**Run 1: placed standard cells**

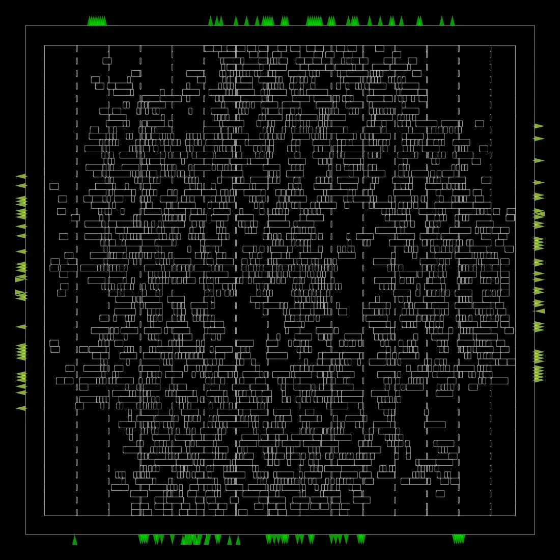
**Run 1: signal wires on met4**

Supply wires on this layer in gray. Cells faint in the background.
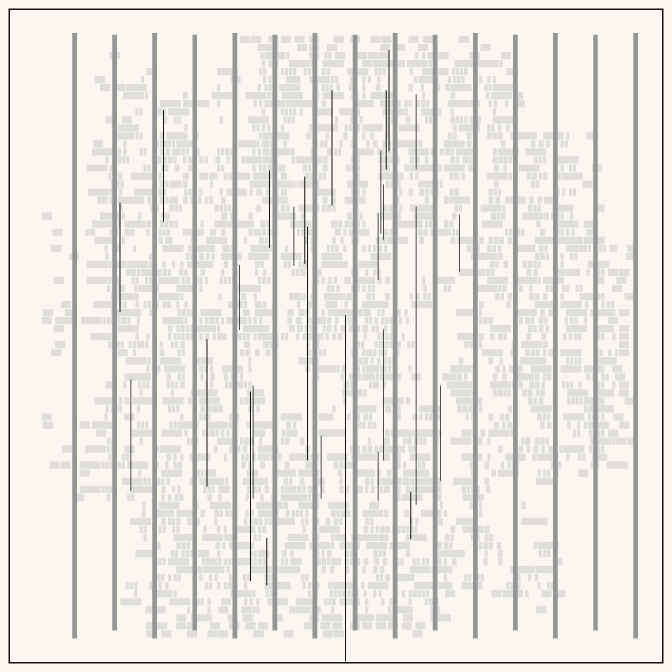
**Run 1: cell sizes after repair**

Scale bar: 50 um.
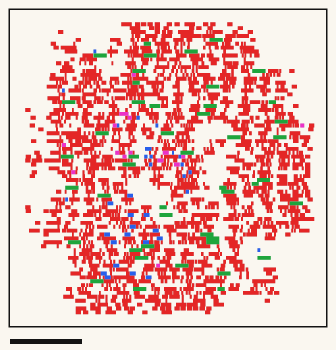
**Run 1: signal wires by layer**

Scale bar: 50 um.
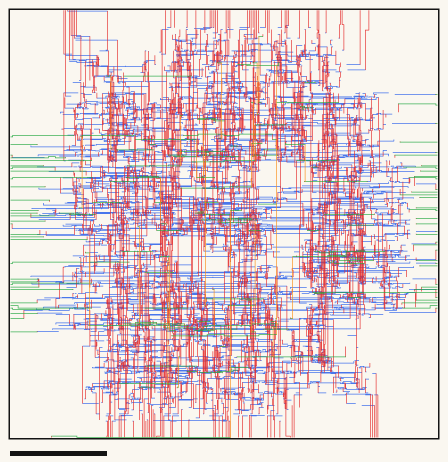
File: src/rtl/sdpb_line_packer_if.sv
// Byte-stream in / SDPB write-port out bundle for the line packer.
// master drives the pixel stream and observes the write port; slave is the packer.
interface sdpb_line_packer_if #(
    parameter int ADDR_W = 7,
    parameter int DATA_W = 128
);
    logic              sol;
    logic              eol;
    logic              pix_valid;
    logic [7:0]        pix_data;
    logic              wr_cea;
    logic [ADDR_W-1:0] wr_ada;
    logic [DATA_W-1:0] wr_din;
    logic              line_done;
    logic [ADDR_W:0]   line_words;
    logic              overflow;

    modport master (
        output sol, eol, pix_valid, pix_data,
        input  wr_cea, wr_ada, wr_din, line_done, line_words, overflow
    );

    modport slave (
        input  sol, eol, pix_valid, pix_data,
        output wr_cea, wr_ada, wr_din, line_done, line_words, overflow
    );
endinterface

File: src/rtl/sdpb_line_packer.sv
// Packs a byte stream into DATA_W-bit words for the SDPB line memory write port,
// bracketing each line with sol/eol, padding the last word and flagging overflow.
//
// state | meaning
// IDLE  | between lines; bytes and eol ignored, waiting for sol
// FILL  | line open; bytes collected into lanes, words written as they fill
module sdpb_line_packer #(
    parameter int         ADDR_W   = 7,
    parameter int         DATA_W   = 128,
    parameter logic [7:0] PAD_BYTE = 8'h00
) (
    input  logic              clk,
    input  logic              resetn,
    sdpb_line_packer_if.slave bus
);
    localparam int LANES = DATA_W / 8;
    localparam int LW    = (LANES > 1) ? $clog2(LANES) : 1;
    localparam int DEPTH = 2 ** ADDR_W;

    typedef enum logic {IDLE, FILL} state_t;

    state_t            state_q, state_d;
    logic [LW-1:0]     lane_q, lane_d;
    logic [DATA_W-1:0] buf_q, buf_d;
    logic [ADDR_W:0]   cnt_q, cnt_d;
    logic              ovf_q, ovf_d;
    logic              cea_q, cea_d;
    logic [ADDR_W-1:0] ada_q, ada_d;
    logic [DATA_W-1:0] din_q, din_d;
    logic              done_q, done_d;
    logic [ADDR_W:0]   words_q, words_d;

    logic [DATA_W-1:0] word;
    logic [LW-1:0]     lane_n;
    logic [ADDR_W:0]   cnt_n;
    logic              full;
    logic              emit;

    always_comb begin
        state_d = state_q;
        lane_d  = lane_q;
        buf_d   = buf_q;
        cnt_d   = cnt_q;
        ovf_d   = ovf_q;
        cea_d   = 1'b0;
        ada_d   = ada_q;
        din_d   = din_q;
        done_d  = 1'b0;
        words_d = words_q;
        word    = buf_q;
        lane_n  = lane_q;
        cnt_n   = cnt_q;
        full    = 1'b0;
        emit    = 1'b0;

        if (bus.sol) begin
            // sol restarts the line from any state; a partial word is simply dropped
            state_d = FILL;
            cnt_d   = '0;
            ovf_d   = 1'b0;
            words_d = '0;
            word    = '0;
            lane_d  = '0;
            if (bus.pix_valid) begin
                word[7:0] = bus.pix_data;
                lane_d    = LW'(1);
            end
            buf_d = word;
        end else if (state_q == FILL) begin
            if (bus.pix_valid) begin
                for (int k = 0; k < LANES; k++) begin
                    if (LW'(k) == lane_q) word[k*8 +: 8] = bus.pix_data;
                end
                if (lane_q == LW'(LANES - 1)) begin
                    full   = 1'b1;
                    lane_n = '0;
                end else begin
                    lane_n = lane_q + LW'(1);
                end
            end
            if (full) begin
                emit = 1'b1;
            end else if (bus.eol && lane_n != '0) begin
                for (int k = 0; k < LANES; k++) begin
                    if (LW'(k) >= lane_n) word[k*8 +: 8] = PAD_BYTE;
                end
                emit = 1'b1;
            end
            if (emit) begin
                if (cnt_q < (ADDR_W + 1)'(DEPTH)) begin
                    cea_d = 1'b1;
                    ada_d = cnt_q[ADDR_W-1:0];
                    din_d = word;
                    cnt_n = cnt_q + (ADDR_W + 1)'(1);
                end else begin
                    ovf_d = 1'b1;
                end
            end
            lane_d = lane_n;
            cnt_d  = cnt_n;
            buf_d  = emit ? '0 : word;
            if (bus.eol) begin
                done_d  = 1'b1;
                words_d = cnt_n;
                state_d = IDLE;
                lane_d  = '0;
                buf_d   = '0;
            end
        end
    end

    always_ff @(posedge clk) begin
        if (!resetn) begin
            state_q <= IDLE;
            lane_q  <= '0;
            buf_q   <= '0;
            cnt_q   <= '0;
            ovf_q   <= 1'b0;
            cea_q   <= 1'b0;
            ada_q   <= '0;
            din_q   <= '0;
            done_q  <= 1'b0;
            words_q <= '0;
        end else begin
            state_q <= state_d;
            lane_q  <= lane_d;
            buf_q   <= buf_d;
            cnt_q   <= cnt_d;
            ovf_q   <= ovf_d;
            cea_q   <= cea_d;
            ada_q   <= ada_d;
            din_q   <= din_d;
            done_q  <= done_d;
            words_q <= words_d;
        end
    end

    assign bus.wr_cea     = cea_q;
    assign bus.wr_ada     = ada_q;
    assign bus.wr_din     = din_q;
    assign bus.line_done  = done_q;
    assign bus.line_words = words_q;
    assign bus.overflow   = ovf_q;
endmodule

File: src/flat_wrapper.sv
// flat-port wrapper written by rule: the top's interface ports become plain ports
module sdpb_line_packer_flat 
#(
    parameter int         ADDR_W   = 7,
    parameter int         DATA_W   = 128,
    parameter logic [7:0] PAD_BYTE = 8'h00
)
  (clk, resetn, bus_sol, bus_eol, bus_pix_valid, bus_pix_data, bus_wr_cea, bus_wr_ada, bus_wr_din, bus_line_done, bus_line_words, bus_overflow);
  sdpb_line_packer_if #(.ADDR_W(ADDR_W), .DATA_W(DATA_W)) bus_i ();
  input  logic clk;
  input  logic resetn;
  input wire logic [$bits(bus_i.sol)-1:0] bus_sol;
  input wire logic [$bits(bus_i.eol)-1:0] bus_eol;
  input wire logic [$bits(bus_i.pix_valid)-1:0] bus_pix_valid;
  input wire logic [$bits(bus_i.pix_data)-1:0] bus_pix_data;
  output wire logic [$bits(bus_i.wr_cea)-1:0] bus_wr_cea;
  output wire logic [$bits(bus_i.wr_ada)-1:0] bus_wr_ada;
  output wire logic [$bits(bus_i.wr_din)-1:0] bus_wr_din;
  output wire logic [$bits(bus_i.line_done)-1:0] bus_line_done;
  output wire logic [$bits(bus_i.line_words)-1:0] bus_line_words;
  output wire logic [$bits(bus_i.overflow)-1:0] bus_overflow;
  assign bus_i.sol = bus_sol;
  assign bus_i.eol = bus_eol;
  assign bus_i.pix_valid = bus_pix_valid;
  assign bus_i.pix_data = bus_pix_data;
  assign bus_wr_cea = bus_i.wr_cea;
  assign bus_wr_ada = bus_i.wr_ada;
  assign bus_wr_din = bus_i.wr_din;
  assign bus_line_done = bus_i.line_done;
  assign bus_line_words = bus_i.line_words;
  assign bus_overflow = bus_i.overflow;
  sdpb_line_packer #(.ADDR_W(ADDR_W), .DATA_W(DATA_W), .PAD_BYTE(PAD_BYTE)) u_core (.clk(clk), .resetn(resetn), .bus(bus_i));
endmodule
File: config.mk
export PLATFORM = sky130hd
export DESIGN_NAME = sdpb_line_packer_flat
export DESIGN_NICKNAME = d
export VERILOG_FILES = /design/src/rtl/sdpb_line_packer_if.sv /design/src/rtl/sdpb_line_packer.sv /design/src/flat_wrapper.sv
export SDC_FILE = /design/constraint.sdc
export NUM_CORES = 1
export LEC_CHECK = 0
export ABC_AREA = 1
export CORE_MARGIN = 8
export CORE_UTILIZATION = 32
export DETAILED_ROUTE_END_ITERATION = 16
export HOLD_SLACK_MARGIN = 0.12
export PLACE_DENSITY = 0.56
export SYNTH_ARGS = -nofsm -noshare
export SYNTH_HDL_FRONTEND = slang
export SYNTH_SLANG_ARGS = --single-unit
File: constraint.sdc
create_clock -name clk -period 6.6 [get_ports clk]
set_input_delay 1.65 -clock clk [delete_from_list [all_inputs] [get_ports clk]]
set_output_delay 1.65 -clock clk [all_outputs]
set_load 0.05 [all_outputs]
==> summary.txt, run 1 <==
Notes from the flow run.

Clock tree:
- The run puts the clock latency of the later-clocked register in the worst-skew pair at 0.52 ns.
- The run gives the clock tree from TritonCTS as yes.
- The run puts the number of buffers between clock root and the deepest sink at 3.
- The CTS report gives the tree buffer count as 34.
- The run puts the number of hold buffers added after cts at 0.
- The run puts the number of levels the H-tree was split into at 2.
- The run gives the clock net sink count as between 200 and 300.
- After clock tree synthesis, the clock-pin slew on the worst setup and hold paths is roughly 0.060 ns.
- The run gives the post-cts repair resize count as 0.
- Buffers added to address setup during post-CTS repair amount to 0.

Final timing:
- Setup repair after global routing left no endpoint under its margin.
- Headroom to the max-slew limit came out at between 20% and 30%.
- For reference, the final report shows the hold violation count at 0.
- The run puts the transition time at the pin with the least slew margin at between 1 and 1.5 ns.
- The run gives the share of the clock period used by the worst path after layout as approximately 73%.
- In the final run the clock tree shows a worst skew of around 0.023 ns.
- The run gives the final critical-path required period as between 4 and 5 ns.
- The run gives the final worst hold slack as 0.436 ns.
- The run gives the highest achievable clock rate as approximately 210 MHz.

Floorplanning:
- The run puts the starting density of the core at roughly a third.
- The run puts the I/O pin count at about 160.
- The run gives the area of the die as a little under 50000 sq um.
- The vertical die dimension reported for this design is between 200 and 250 um.

Detailed routing:
- According to the report, the first pass of detailed routing completed in 5 iterations.
- The run gives the final antenna-violating net count as 0.
- The run gives the wire length per cell after detailed routing as 15.0 um.
- The run gives the final wirelength as just over 40 mm.
- Using the TritonRoute via totals, the vias-per-cell ratio works out to roughly 4.7.
- The run puts the via count of the routed design at between 10000 and 15000.
- The run puts the number of DRC violations after detailed routing at 0.

Logic synthesis:
- The main area contributors are sky130_fd_sc_hd__dfxtp_1, sky130_fd_sc_hd__nand2_1, sky130_fd_sc_hd__a21oi_1.
- The run gives the average footprint of a synthesized cell as 6.51 sq um.
- For reference, XOR and XNOR gates occupy less than 1% of the area reported after synthesis.
- The synthesized netlist contains 30 unique library cells.
- Summing the areas of all fa, ha and maj instances in the mapped netlist gives 0.466% of the synthesized area.
- Yosys printed 0 warnings.
- The synthesized netlist devotes about an eighth of its cell area to compound gates.
- Per the post-synthesis report, the nets total 2078.
- The portion of synthesized area spent on multiplexers is about 1.9%.
- The synthesis run identifies the leading combinational cell family as simple AND/OR/NAND/NOR gates.
- For this design, Yosys synthesis ends with a cell count of 2060.
- The run gives the post-synth tally of flip-flops with integrated enable as 0.
- The run gives the proportion of netlist area held by the largest area contributor as ~43%.
- The run gives the number of cells produced by synthesis as between 2000 and 2500.
- The chip area line in the Yosys stat output reads approximately 13000 sq um.
- The run gives the combined area of all synthesized cells as 13400 sq um.
- The run gives the cell type with the largest total area as sky130_fd_sc_hd__dfxtp_1.
- The run gives the post-synthesis simple-gate area fraction as 29.8%.
- The run gives the proportion of synthesized chip area in sequential cells as 42.8%.
- After synthesis, the share of flip-flops with an asynchronous set or reset is 0%.

Layout:
- Cells fill 39.1% of the core in the end.
- The run gives the total number of nets in the final design as about 2200.
- The run puts the count of inserted antenna diode cells at 0.
- The run gives the layout overhead on the synthesized area as 21.5%.

Setup path:
- The critical path in this run is classified as primary input to flop.
- The run puts the arrival time of the worst setup path at between 5 and 6 ns.
- The run gives the required time at the endpoint of the critical path as about 7.0 ns.
- The run gives the largest fanout on the critical path as 124.
- STA classifies the critical path endpoint as a flop.

Placed design:
- The run puts the total half-perimeter wirelength after legalization and detailed placement at 26.1 mm.
- The run gives the final weighted congestion in routability-driven placement as ~0.83.
- The count of buffers added on input and output ports is ~160.
- Counting tap cells, the placed design contains a total of around 2600 instances.
- The run gives the area after detailed placement as 15200 sq um.
- Before CTS, the worst setup slack after placement is 1.38 ns.

Global routing:
- The run puts the overall global routing resource usage at about 16%.
- The run puts the via count of the first global-routing pass at about 12000.
- Global routing finished with a remaining overflow of 0.
- Entering global routing, the biggest net connects ~130 pins.
- The run gives the initial antenna violation count as 1.

Power and ir drop:
- The run gives the share of total power in combinational logic as 10.6%.
- The run puts the fraction of power spent switching nets at 26.8%.
- Of the total power, registers draw about 44%.
- The run puts the cell-internal power at around 3.0 mW.
- The run puts the final total power at just over 4 mW.
- The run gives the areal power density over the cells as ~250 nW/um^2.
- The analysis attributes to net switching a power of roughly 1.1 mW.
- The run gives the portion of total power attributed to the clock network as a little under half.

Run:
- OpenROAD emitted warnings numbering 31.
- The run gives the number of violations of the max-capacitance limit as 0.

Outcome:
- The flow ran to the end, and the final reports show no timing, DRC or antenna violations.

Min path:
- According to the hold report, the worst path is of the flop to flop type.
Notes on 'placed standard cells' above:
# rows: 75
count of placed standard cells in the final layout, fillers left out: 2701
total core area: 41700 sq um

Notes on 'signal wires on met4' above:
nets with wire on the layer: 20
wire length on this layer: 1010 um
longest straight run: 117 um
share of all routed wire: 2.5%

Notes on 'cell sizes after repair' above:
legend:
  drive 2:
    color: blue
    cells: 33
  drive 3 to 4:
    color: magenta
    cells: 15
  drive 1 or less:
    color: red
    cells: 2068
  drive 6 and up:
    color: green
    cells: 46

Notes on 'signal wires by layer' above:
legend:
  met4:
    color: orange
    wire_length: 1010 um
  met3:
    color: green
    wire_length: 2670 um
  met1:
    color: blue
    wire_length: 18100 um
  met2:
    color: red
    wire_length: 18700 um

## run 1: layer usage
layer  vias up  global-route usage [%]  share of wire (%)
met5         -                       0                  0
met4         0                    5.22                2.5
met3        59                    3.92                6.6
met2       301                    27.0                 46
met1      5759                    20.6                 45
li1       6543                       -                  -
## run 1: final timing paths
| path | start | to | slack, ns | cells after the start |
|---|---|---|---|---|
| worst min-delay path | u_core.buf_q[123] | u_core.buf_q[123] | 0.44 | 2 |
| worst max-delay path | bus_pix_valid | u_core.bus.wr_din[101] | 1.80 | 12 |
| worst max register to register | u_core.lane_q[0] | u_core.bus.wr_din[101] | 3.03 | 12 |
| worst min register to register | u_core.buf_q[123] | u_core.buf_q[123] | 0.44 | 2 |
## run 1: power groups by stage
stage               clock [mW]  combinational (mW)  sequential [mW]
floorplan                    0               0.200             1.92
global placement             0               0.432             1.83
CTS                       1.89               0.436             1.79
global route              1.97               0.470             1.79
detailed placement           0               0.435             1.83
finish                    1.84               0.431             1.79
## run 1: placed cells by master, fill, tap and decap left out, types with 8 or more instances in the layout
master,count
sky130_fd_sc_hd__a21oi_1,194
sky130_fd_sc_hd__a31oi_1,11
sky130_fd_sc_hd__buf_4,9
sky130_fd_sc_hd__clkbuf_1,9
sky130_fd_sc_hd__clkbuf_16,37
sky130_fd_sc_hd__clkdlybuf4s50_1,157
sky130_fd_sc_hd__dfxtp_1,287
sky130_fd_sc_hd__inv_1,254
sky130_fd_sc_hd__mux2_2,16
sky130_fd_sc_hd__mux2i_1,8
sky130_fd_sc_hd__nand2_1,642
sky130_fd_sc_hd__nand3_1,90
sky130_fd_sc_hd__nand4_1,13
sky130_fd_sc_hd__nor2_1,246
sky130_fd_sc_hd__o21ai_0,128
## run 1: cells by family (layout without fill, tap and decap cells)
family	after synthesis	count (layout)
XOR/XNOR	5	5
adder cells (fa/ha/maj)	5	5
flip-flops	287	287
multiplexers	24	24
AND/OR/NAND/NOR	1010	1010
buffers and inverters	383	485
AND-OR/OR-AND	346	346
## run 1: worst max-delay path, stage by stage
cell                              delay, ns
sky130_fd_sc_hd__clkdlybuf4s50_1       0.57
sky130_fd_sc_hd__nand2_1               0.23
sky130_fd_sc_hd__nor2_4                0.09
sky130_fd_sc_hd__inv_2                 0.34
sky130_fd_sc_hd__nand2_2               0.14
sky130_fd_sc_hd__nand2_2               0.11
sky130_fd_sc_hd__nand2_2               0.17
sky130_fd_sc_hd__nand2_2               0.49
sky130_fd_sc_hd__nand3_4               0.51
sky130_fd_sc_hd__buf_12                0.39
sky130_fd_sc_hd__a21oi_1               0.29
sky130_fd_sc_hd__nor2_1                0.06
## run 1: cell type report
| class | instances | area (sq um) |
|---|---|---|
| Multi-Input combinational cell | 1390 | 6140 |
| Clock buffer | 53 | 1060 |
| Timing Repair Buffer | 168 | 1680 |
| Sequential cell | 287 | 5750 |
| Fill cell | 4433 | 25400 |
| Tap cell | 539 | 674 |
| Clock inverter | 7 | 40.0 |
| Inverter | 257 | 967 |
**Run 1: met3 routing**

Scale bar: 50 um.
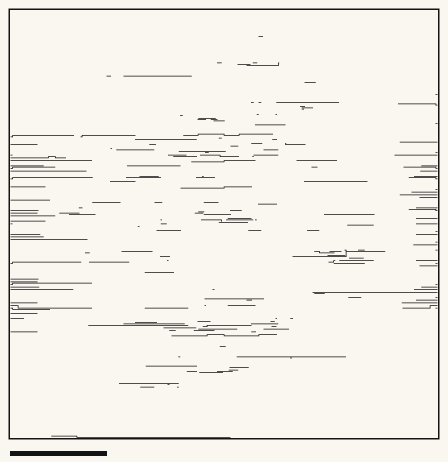

==> run 2, diff against run 1 <==
==> constraint.sdc (replaced) <==
create_clock -name clk -period 4.8 [get_ports clk]
set_input_delay 1.2 -clock clk [delete_from_list [all_inputs] [get_ports clk]]
set_output_delay 1.2 -clock clk [all_outputs]
set_load 0.05 [all_outputs]
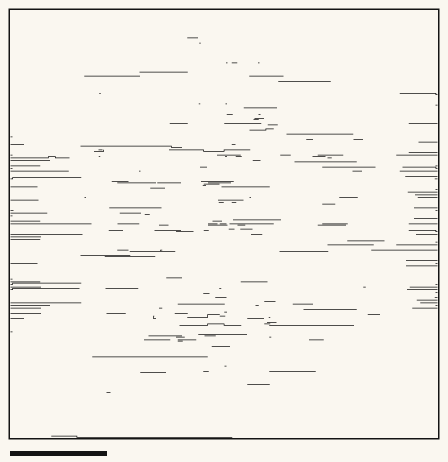
**Above:** run 2 (met3 routing).
Scale bar: 50 um.
share of all routed wire: 5.8%
longest straight run: 80.0 um

==> summary.txt, run 2 <==
Notes from the flow run.

Logic synthesis:
- In the synthesized netlist the dominant register cell turns out to be sky130_fd_sc_hd__dfxtp_1.
- The run puts the post-synthesis async set-or-reset flop share at 0% (unchanged).
- The run puts the synthesized net count at 2078 (unchanged).
- The run puts the cell count listed in synth_stat.txt at 2060 (unchanged).
- The number of cells produced by synthesis was 2060 (unchanged).
- The main area contributors are sky130_fd_sc_hd__dfxtp_1, sky130_fd_sc_hd__nand2_1, sky130_fd_sc_hd__a21oi_1.
- The run puts the post-synth tally of flip-flops with integrated enable at 0 (unchanged).
- The run gives the most used standard cell by instance count after synthesis as sky130_fd_sc_hd__nand2_1.
- The run puts the average footprint of a synthesized cell at 6.51 sq um (unchanged).
- The run gives the proportion of synthesized chip area in sequential cells as 42.8% (unchanged).
- The run puts the number of different library cells in the post-synthesis netlist at 30 (unchanged).
- The commonest cells after synthesis are sky130_fd_sc_hd__nand2_1, sky130_fd_sc_hd__dfxtp_1, sky130_fd_sc_hd__inv_1.
- The run gives the cell type with the largest total area as sky130_fd_sc_hd__dfxtp_1.
- The run gives the yosys stat chip area as 13400 sq um (unchanged).
- The run gives the combined area of all synthesized cells as 13400 sq um (unchanged).
- The run puts the proportion of netlist area held by the largest area contributor at 42.8% (unchanged).
- The run gives the yosys warning tally as 0 (unchanged).

Setup path:
- For the worst reg-to-reg path, the startpoint reported by OpenROAD is u_core.state_q.
- The run puts the arrival time of the worst setup path at 4.00 ns (-1.20 ns).
- The run gives the cell seen most often among critical-path stages as sky130_fd_sc_hd__nand2_1.
- The path depth of the worst reg2reg path was 5 (-7).
- The critical path is of the primary input to flop type.
- STA classifies the critical path endpoint as a flop.
- For reference, the critical path cell chain is clkdlybuf4s50_1 -> nand2_1 -> nand2_1 -> nand2_1 -> nand2_1 -> nor2_4 -> nand2_2 -> nand2_2 -> nand2_2 -> nand3_4 -> buf_12 -> nor2_1 -> nor2_1.
- The run gives the required time at the endpoint of the critical path as 5.21 ns (-1.79 ns).
- The run gives the largest fanout on the critical path as 59 (-52%).
- The launch point of the critical path was reported as bus_pix_valid.
- The run puts the highest cell delay on the worst timing path at 0.67 ns (+0.10 ns).
- Among all stages on the critical path, the largest delay is contributed by sky130_fd_sc_hd__clkdlybuf4s50_1.
- The run gives the launching element type of the critical path as a primary input.

Layout:
- The run gives the multi-input combinational cell area as 6140 sq um (unchanged).
- The run gives the storage element area as 5750 sq um (unchanged).
- By instance count after routing, the leading logic cell types are sky130_fd_sc_hd__nand2_1, sky130_fd_sc_hd__dfxtp_1, sky130_fd_sc_hd__inv_1, sky130_fd_sc_hd__nor2_1, sky130_fd_sc_hd__a21oi_1.
- The run gives the share of layout cells above drive strength 1 as about 4.8%.
- The run gives the layout overhead on the synthesized area as 22.3%.
- The total number of nets in the final design is 2163 (+0.32%).
- Among logic cells in the layout, the one with the most instances is sky130_fd_sc_hd__nand2_1.

Detailed routing:
- The run gives the wire length per cell after detailed routing as 15.2 um (+1.2%).
- The run gives the via count of the routed design as 12700 (+0.14%).
- The run puts the final wirelength at 41.1 mm (+1.5%).
- The run gives the number of DRC violations after detailed routing as 0 (unchanged).
- The run puts the final antenna-violating net count at 0 (unchanged).
- The run gives the initial DRC count as between 800 and 900.
- The run puts the detailed-routing iteration count for the pre-antenna-repair pass at 5 (unchanged).
- The detailed-route vias per instance came to 4.68 (-0.19%).

Min path:
- In this run the most critical hold path is launched from u_core.buf_q[124].
- The run puts the cell depth of the worst min-delay path at 2 (unchanged).
- The run gives the class of the tightest hold or removal check as flop to flop.

Final timing:
- The run gives the transition time at the pin with the least slew margin as 1.01 ns (-0.0423 ns).
- The worst slew slack as a fraction of its limit is 31.9% (+2.8 points).
- The run puts the sum of negative setup slack at 0 ns.
- The run gives the share of the clock period used by the worst path after layout as roughly 75%.
- The run gives the final critical-path required period as about 3.6 ns.
- The run gives the number of hold violations in the final report as 0 (unchanged).
- The run gives the highest achievable clock rate as around 280 MHz.
- The run gives the worst clock skew as 0.0122 ns (-0.0109 ns).
- Setup repair after global routing left no endpoint under its margin.

Clock tree:
- In this run the clock root is driven by a sky130_fd_sc_hd__clkbuf_16.
- TritonCTS built the clock tree.
- The run puts the clock buffer count from CTS at 35 (+2.9%).
- The run puts the number of buffers between clock root and the deepest sink at 3 (unchanged).
- The run puts the clock net sink count at 287 (unchanged).
- The clock latency of the later-clocked register in the worst-skew pair was 0.52 ns (about the same).
- The post-cts repair resize count is 0 (unchanged).
- The number of buffers added for setup after CTS came to 0 (unchanged).
- The clock-pin slew of the registers on the worst-case setup and hold paths is 0.06 ns (about the same).
- The run gives the number of hold buffers added after cts as 0 (unchanged).
- The run puts the number of levels the H-tree was split into at 2 (unchanged).

Outcome:
- The run finished with clean final reports.

Floorplanning:
- The run gives the I/O pin count as 159 (unchanged).
- The run puts the area of the die at 48700 sq um (unchanged).
- The overall die height is 221 um (unchanged).
- The run gives the starting density of the core as 32.2% (unchanged).
- The run puts the area of the core at 41700 sq um (unchanged).
- The total number of placement rows came to 75 (unchanged).

Global routing:
- The run gives the via count of the first global-routing pass as 12000 (+0.12%).
- The residual overflow from global routing is 0 (unchanged).
- The run puts the wire length of the first global-routing pass at ~65 mm.
- The run gives the maximum number of pins on one net before global-route repair as 85 (-32%).
- The initial antenna violation count came to 2 (+1).
- The run puts the overall global routing resource usage at 16.6% (+0.34 points).

Run:
- The number of OpenROAD warnings came to 29 (-6.5%).
- The number of violations of the max-capacitance limit was 0 (unchanged).

Power and ir drop:
- The areal power density over the cells is 345 nW/um^2 (+39%).
- The run puts the peak supply drop at ~170 uV.
- The run puts the final total power at 5.67 mW (+40%).

Placed design:
- The run gives the count of port buffers added during placement as 158 (unchanged).
- The run gives the total half-perimeter wirelength after legalization and detailed placement as 26.4 mm (+1.3%).
- The final weighted congestion in routability-driven placement was 0.899 (+7.7%).
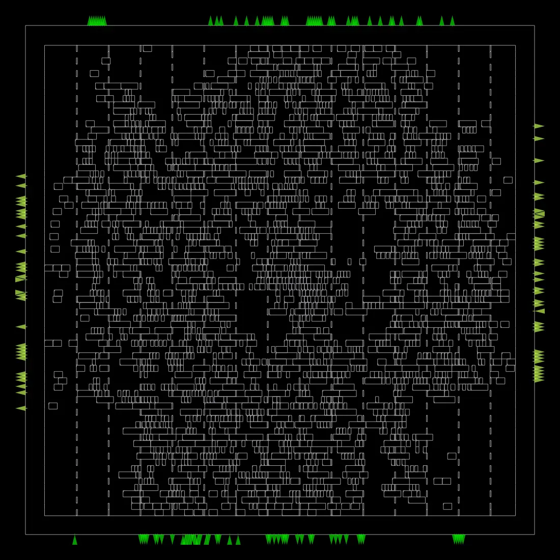
**Above:** run 2 (placed standard cells).
final core utilization: 39.4%
Filler Cell Count: 4398

==> run 2: cell counts after synthesis <==
No cell type changed its count.
==> run 2: where the power goes <==
group | internal, mW | total, mW | leakage, nW | switching, mW
clock | 1.58 | 2.61 | 0.564 | 1.03
combinational | 0.148 | 0.592 | 4.05 | 0.444
sequential | 2.43 | 2.46 | 2.32 | 0.0342
==> run 2: layout make-up <==
class	count	area share [%]
Clock buffer	52	6.47
Sequential cell	287	35.0
Tap cell	539	4.11
Antenna cell	1	0.0152
Multi-Input combinational cell	1390	37.4
Inverter	257	5.89
Timing Repair Buffer	174	10.6
Clock inverter	10	0.488
==> run 2: per-layer routing <==
metal  track usage (%)  up-vias  wire length [um]
li1                  -     6567                 -
met1              21.1     5746             18600
met2              28.2      309             19300
met3              3.47       54              2400
met4              4.47        4               779
met5                 0        -                27
==> run 2: worst paths after layout <==
path | end | slack (ns)
hold / removal | u_core.buf_q[124] | 0.44
setup reg to reg | u_core.buf_q[123] | 1.89
setup / recovery | u_core.bus.wr_din[78] | 1.21
hold reg to reg | u_core.buf_q[124] | 0.44
==> run 2: worst max-delay path, delay by kind of cell <==
family	cells	cell delay, ns
buffers and inverters	2	1.03
AND/OR/NAND/NOR	11	1.73
==> run 2: metrics by stage <==
stage / utilization (%) / instances / worst slack (ns) / cell area, sq um / hold WS (ns)
after detailed placement: 36.6 / 2647 / 0.706 / 15300 / 0.431
after global routing: 39.4 / 2709 / 0.934 / 16400 / 0.452
after CTS: 39.4 / 2709 / 1.26 / 16400 / 0.439
final: 39.4 / 2710 / 1.21 / 16400 / 0.438
after global placement: 36.6 / 2647 / 0.791 / 15300 / 0.427
after floorplan: - / 2060 / 2.04 / 13400 / 0.417
==> run 2: cells by family (layout without fill, tap and decap cells) <==
group | after synthesis | count (layout) | synth area share (%)
simple gates | 1010 | 1010 | 29.8
buf+inv | 383 | 493 | 11.5
other cells | 0 | 1 | 0
mux | 24 | 24 | 1.94
compound gates | 346 | 346 | 13.2
fa+ha+maj | 5 | 5 | 0.466
flops | 287 | 287 | 42.8
xor+xnor | 5 | 5 | 0.326
No activity file was given, so power comes from the tool's default toggle rates.
